==> config.mk <==
export PLATFORM = sky130hd
export DESIGN_NAME = adma_atx_splitter
export DESIGN_NICKNAME = d
export VERILOG_FILES = /design/src/rtl/adma_pkg.sv /design/src/rtl/adma_burst_len_calc.sv /design/src/rtl/adma_atx_splitter.sv
export SDC_FILE = /design/constraint.sdc
export NUM_CORES = 1
export LEC_CHECK = 0
export ABC_AREA = 1
export CAP_MARGIN = 20
export CORE_MARGIN = 2
export CORE_UTILIZATION = 30
export CTS_CLUSTER_DIAMETER = 80
export DETAILED_ROUTE_END_ITERATION = 10
export SLEW_MARGIN = 10
export SYNTH_ARGS = -nofsm -noshare
export SYNTH_HDL_FRONTEND = slang
export SYNTH_SLANG_ARGS = --single-unit
export TNS_END_PERCENT = 50
==> constraint.sdc <==
create_clock -name clk -period 4.6 [get_ports clk]
set_input_delay 0.69 -clock clk [delete_from_list [all_inputs] [get_ports clk]]
set_output_delay 0.69 -clock clk [all_outputs]
set_load 0.005 [all_outputs]
==> src/rtl/adma_pkg.sv <==
// Shared encodings and FSM state type for the ADMA transaction splitter.
package adma_pkg;

    localparam logic [1:0] ADMA_BURST_FIXED = 2'b00;
    localparam logic [1:0] ADMA_BURST_INCR  = 2'b01;
    localparam int         ADMA_4KB         = 4096;

    typedef enum logic [1:0] {
        IDLE,
        CALC,
        ISSUE,
        DONE
    } adma_spl_st_e;

    // Only the FIXED encoding is special; the reserved encodings behave as INCR.
    function automatic logic adma_is_fixed(input logic [1:0] burst);
        return burst == ADMA_BURST_FIXED;
    endfunction

endpackage

==> src/rtl/adma_burst_len_calc.sv <==
// Combinational burst length: min(remaining, max burst, source 4KB room, destination 4KB room).
module adma_burst_len_calc
    import adma_pkg::*;
#(
    parameter int LEN_W     = 21,
    parameter int ATX_LEN_W = 8,
    parameter int BEAT_SH   = 5
) (
    input  logic [LEN_W-1:0] remaining,
    input  logic [11:0]      src_off,
    input  logic [11:0]      dst_off,
    input  logic             src_fixed,
    input  logic             dst_fixed,
    output logic [LEN_W-1:0] len
);

    localparam int CW0 = (LEN_W > ATX_LEN_W + 1) ? LEN_W : ATX_LEN_W + 1;
    localparam int CW  = (CW0 > 13) ? CW0 : 13;
    localparam logic [CW-1:0] MAX_BEATS = CW'(1) << ATX_LEN_W;

    logic [12:0]   src_room13;
    logic [12:0]   dst_room13;
    logic [CW-1:0] src_room;
    logic [CW-1:0] dst_room;
    logic [CW-1:0] min_len;

    // Room is at least one beat because addresses are beat-aligned.
    always_comb begin
        src_room13 = (13'(ADMA_4KB) - {1'b0, src_off}) >> BEAT_SH;
        dst_room13 = (13'(ADMA_4KB) - {1'b0, dst_off}) >> BEAT_SH;
        src_room   = src_fixed ? MAX_BEATS : CW'(src_room13);
        dst_room   = dst_fixed ? MAX_BEATS : CW'(dst_room13);
        min_len    = CW'(remaining);
        if (MAX_BEATS < min_len) min_len = MAX_BEATS;
        if (src_room < min_len)  min_len = src_room;
        if (dst_room < min_len)  min_len = dst_room;
        len        = LEN_W'(min_len);
    end

endmodule

==> src/rtl/adma_atx_splitter.sv <==
// Splits a channel descriptor into AXI bursts bounded by max length and 4KB pages on both sides.
module adma_atx_splitter
    import adma_pkg::*;
#(
    parameter  int DMA_CHN_NUM   = 4,
    parameter  int SRC_ADDR_W    = 32,
    parameter  int DST_ADDR_W    = 32,
    parameter  int MST_ID_W      = 5,
    parameter  int ATX_LEN_W     = 8,
    parameter  int ATX_DATA_W    = 256,
    parameter  int XFER_LEN_W    = 20,
    localparam int DMA_CHN_NUM_W = (DMA_CHN_NUM > 1) ? $clog2(DMA_CHN_NUM) : 1
) (
    input  logic                     clk,
    input  logic                     rst_n,
    input  logic [DMA_CHN_NUM_W-1:0] desc_chn_id,
    input  logic [MST_ID_W-1:0]      desc_arid,
    input  logic [MST_ID_W-1:0]      desc_awid,
    input  logic [SRC_ADDR_W-1:0]    desc_src_addr,
    input  logic [DST_ADDR_W-1:0]    desc_dst_addr,
    input  logic [XFER_LEN_W-1:0]    desc_beats,
    input  logic [1:0]               desc_arburst,
    input  logic [1:0]               desc_awburst,
    input  logic                     desc_vld,
    output logic                     desc_rdy,
    output logic [DMA_CHN_NUM_W-1:0] atx_chn_id,
    output logic [MST_ID_W-1:0]      atx_arid,
    output logic [MST_ID_W-1:0]      atx_awid,
    output logic [SRC_ADDR_W-1:0]    atx_araddr,
    output logic [ATX_LEN_W-1:0]     atx_arlen,
    output logic [1:0]               atx_arburst,
    output logic [DST_ADDR_W-1:0]    atx_awaddr,
    output logic [ATX_LEN_W-1:0]     atx_awlen,
    output logic [1:0]               atx_awburst,
    output logic                     atx_vld,
    input  logic                     atx_rdy,
    output logic                     desc_done,
    output logic [DMA_CHN_NUM_W-1:0] desc_done_chn,
    output logic                     busy
);

    localparam int BEAT_SH = $clog2(ATX_DATA_W / 8);
    localparam int LEN_W   = XFER_LEN_W + 1;
    localparam logic [SRC_ADDR_W-1:0] SRC_LOW = SRC_ADDR_W'((1 << BEAT_SH) - 1);
    localparam logic [DST_ADDR_W-1:0] DST_LOW = DST_ADDR_W'((1 << BEAT_SH) - 1);

    adma_spl_st_e     state;
    adma_spl_st_e     next_state;
    logic [LEN_W-1:0] remaining;
    logic [LEN_W-1:0] len_q;
    logic [LEN_W-1:0] calc_len;
    logic [LEN_W-1:0] rem_next;
    logic             src_fixed;
    logic             dst_fixed;

    assign src_fixed = adma_is_fixed(atx_arburst);
    assign dst_fixed = adma_is_fixed(atx_awburst);
    assign rem_next  = remaining - len_q;

    adma_burst_len_calc #(
        .LEN_W     (LEN_W),
        .ATX_LEN_W (ATX_LEN_W),
        .BEAT_SH   (BEAT_SH)
    ) u_len_calc (
        .remaining (remaining),
        .src_off   (atx_araddr[11:0]),
        .dst_off   (atx_awaddr[11:0]),
        .src_fixed (src_fixed),
        .dst_fixed (dst_fixed),
        .len       (calc_len)
    );

    always_ff @(posedge clk or negedge rst_n) begin
        if (!rst_n) state <= IDLE;
        else        state <= next_state;
    end

    always_comb begin
        next_state = state;
        case (state)
            IDLE:    if (desc_vld) next_state = (desc_beats == '0) ? DONE : CALC;
            CALC:    next_state = ISSUE;
            ISSUE:   if (atx_rdy) next_state = (rem_next == '0) ? DONE : CALC;
            DONE:    next_state = IDLE;
            default: next_state = IDLE;
        endcase
    end

    // Burst fields stay registered so they are stable for the whole ISSUE phase.
    always_ff @(posedge clk or negedge rst_n) begin
        if (!rst_n) begin
            atx_chn_id  <= '0;
            atx_arid    <= '0;
            atx_awid    <= '0;
            atx_araddr  <= '0;
            atx_awaddr  <= '0;
            atx_arburst <= '0;
            atx_awburst <= '0;
            atx_arlen   <= '0;
            remaining   <= '0;
            len_q       <= '0;
        end else begin
            case (state)
                IDLE: if (desc_vld) begin
                    atx_chn_id  <= desc_chn_id;
                    atx_arid    <= desc_arid;
                    atx_awid    <= desc_awid;
                    atx_araddr  <= desc_src_addr & ~SRC_LOW;
                    atx_awaddr  <= desc_dst_addr & ~DST_LOW;
                    atx_arburst <= desc_arburst;
                    atx_awburst <= desc_awburst;
                    remaining   <= LEN_W'(desc_beats);
                end
                CALC: begin
                    len_q     <= calc_len;
                    atx_arlen <= ATX_LEN_W'(calc_len - LEN_W'(1));
                end
                ISSUE: if (atx_rdy) begin
                    remaining <= rem_next;
                    if (!src_fixed) atx_araddr <= atx_araddr + (SRC_ADDR_W'(len_q) << BEAT_SH);
                    if (!dst_fixed) atx_awaddr <= atx_awaddr + (DST_ADDR_W'(len_q) << BEAT_SH);
                end
                default: ;
            endcase
        end
    end

    assign atx_awlen     = atx_arlen;
    assign desc_rdy      = (state == IDLE);
    assign atx_vld       = (state == ISSUE);
    assign desc_done     = (state == DONE);
    assign desc_done_chn = atx_chn_id;
    assign busy          = (state != IDLE);

endmodule
**Local utilization**

(1.5 px per µm) The die is cut into 19 by 19 equal tiles; dark purple is low, yellow is high, 0 to 100% covered.
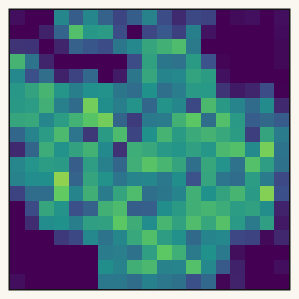
The emptiest ninth of the die: top right. 18% of the tiles are nearly empty. The mean over all tiles is 36%. 1.7% of the tiles are over 75% full. The fullest tile reaches 83%.

**Where the registers sit**

(2 px per µm)
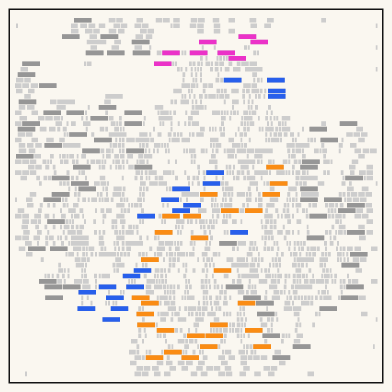
Key: magenta = `atx_arlen` [flops 8, where top middle]; orange = `atx_araddr` [flops 27]; blue = `len_q` [flops 21]
sequential power: 2.11 mW
Seq/total area: 0.237

-- area by class of cell --
type                       instances  area (µm²)  share of cell area
clock buffer                      21         460              0.0358
clock inverter                    11        72.6             0.00564
inverter                         154         578              0.0449
multi-input combinational       1050        6070               0.471
sequential                       122        3050               0.237
tap                              442         553              0.0430
timing repair buffer             214        2090               0.162
-- metrics by stage --
| step | util | setup WS, ns | total power [mW] | area (µm²) |
|---|---|---|---|---|
| 3_3_place_gp | 0.376 | 0.214 | 9.27 | 12300 |
| 6_report | 0.395 | 0.393 | 10.7 | 12900 |
| 4_1_cts | 0.392 | 0.123 | 10.7 | 12800 |
| 3_5_place_dp | 0.376 | 0.152 | 9.35 | 12300 |
| 5_1_grt | 0.395 | 0.0159 | 11.9 | 12900 |
| 2_1_floorplan | - | 0.219 | 6.91 | 9980 |
-- worst max-delay path, delay by kind of cell, from the launching register on --
kind            cells  cell delay, ns
simple gates       22            1.96
fa+ha+maj           3            0.76
compound gates      5            0.50
buf+inv             4            0.41
flops               1            0.41
-- where the power goes --
group	internal, mW	switching [mW]
clock network	0.713	0.537
logic	3.12	4.26
registers	1.57	0.534
-- metal layers --
metal | wire [µm] | global-route usage
met5 | 0 | 0
met4 | 533 | 0.0510
met1 | 15200 | 0.264
met3 | 1910 | 0.0378
met2 | 14800 | 0.311
-- logic make-up after synthesis --
group | count (synthesis)
fa+ha+maj | 84
compound gates | 344
xor+xnor | 44
other cells | 1
simple gates | 552
flops | 122
mux | 16
buf+inv | 214
-- path summary, 6_finish.rpt --
path / start / end / slack (ns) / cells past startpoint
setup / recovery: remaining[17] / atx_arlen[6] / 0.39 / 34
hold / removal: rst_n / atx_arlen[0] / 0.13 / 1
setup reg to reg: remaining[17] / atx_arlen[6] / 0.39 / 34
hold reg to reg: atx_arlen[5] / atx_arlen[5] / 0.51 / 2
max in group asynchronous: rst_n / atx_araddr[20] / 3.40 / 3
min in group clk: atx_arlen[5] / atx_arlen[5] / 0.51 / 2
-- sequential cells by signal, summed over array words and instances (netlist names) --
name,flops
remaining,21
atx_arlen,8
atx_arid,5
atx_arburst,2
state,2
len_q,21
atx_chn_id,2
atx_awburst,2
atx_araddr,27
atx_awid,5
atx_awaddr,27
-- synthesized netlist by cell type (10+ instances only) --
cell type / n / area share
a21oi_1: 104 / 0.052
a31oi_1: 10 / 0.0063
buf_4: 21 / 0.016
clkbuf_1: 34 / 0.013
dfrtp_1: 122 / 0.31
ha_1: 81 / 0.10
inv_1: 152 / 0.057
mux2_2: 16 / 0.018
nand2_1: 256 / 0.097
nand3_1: 66 / 0.033
nand4_1: 17 / 0.011
nor2_1: 147 / 0.056
nor3_1: 19 / 0.0096
o211ai_1: 28 / 0.021
o21ai_0: 156 / 0.079
xnor2_1: 12 / 0.011
xor2_1: 32 / 0.028
-- repair_timing --
item                                   4_1_cts  5_1_grt
endpoints found under the hold margin        0        0
setup endpoints to repair                    0       10
gates resized                                0       17
setup buffers                                0        1
==> flow_metrics.env <==
# source this file to load flow results
export IMPL_cts_root_buf="clkbuf_16"
export IMPL_cts_tree="done"
export IMPL_vias_per_cell=4.97
export IMPL_nFillCells=3361
export IMPL_yosys_stat_cells=1377
export IMPL_die_w_um=186
export IMPL_num_antenna_cells=0
export IMPL_topCombFamilyByArea="simple AND/OR/NAND/NOR gates"
export IMPL_grt_pass1_vias=9805
export IMPL_route_detailed_drc=0
export IMPL_dp_hpwl_um=25300
export IMPL_fin_nets=1747
export IMPL_routabilityCongestion=0.897
export IMPL_worst_path_max_delay_cell="dfrtp_1"
export IMPL_ys_sh_xor=0.0388
export IMPL_status="finished, final reports clean"
export IMPL_grt_start_max_net_pins=82
export IMPL_pwr_density_cell_nw_per_um2=834
export IMPL_clockBufferDepth=2
export IMPL_cts_sinks=122
export IMPL_die_h_um=186
export IMPL_worst_slew_pin_transition_ns=0.856
export IMPL_rsz0062_at_grt="no"
export IMPL_fin_tns_setup_ns=0
export IMPL_fp_util=0.305
export IMPL_instances_no_fill=2014
export IMPL_period_needed_ns=4.21
Power is estimated from default activity; no workload was simulated.
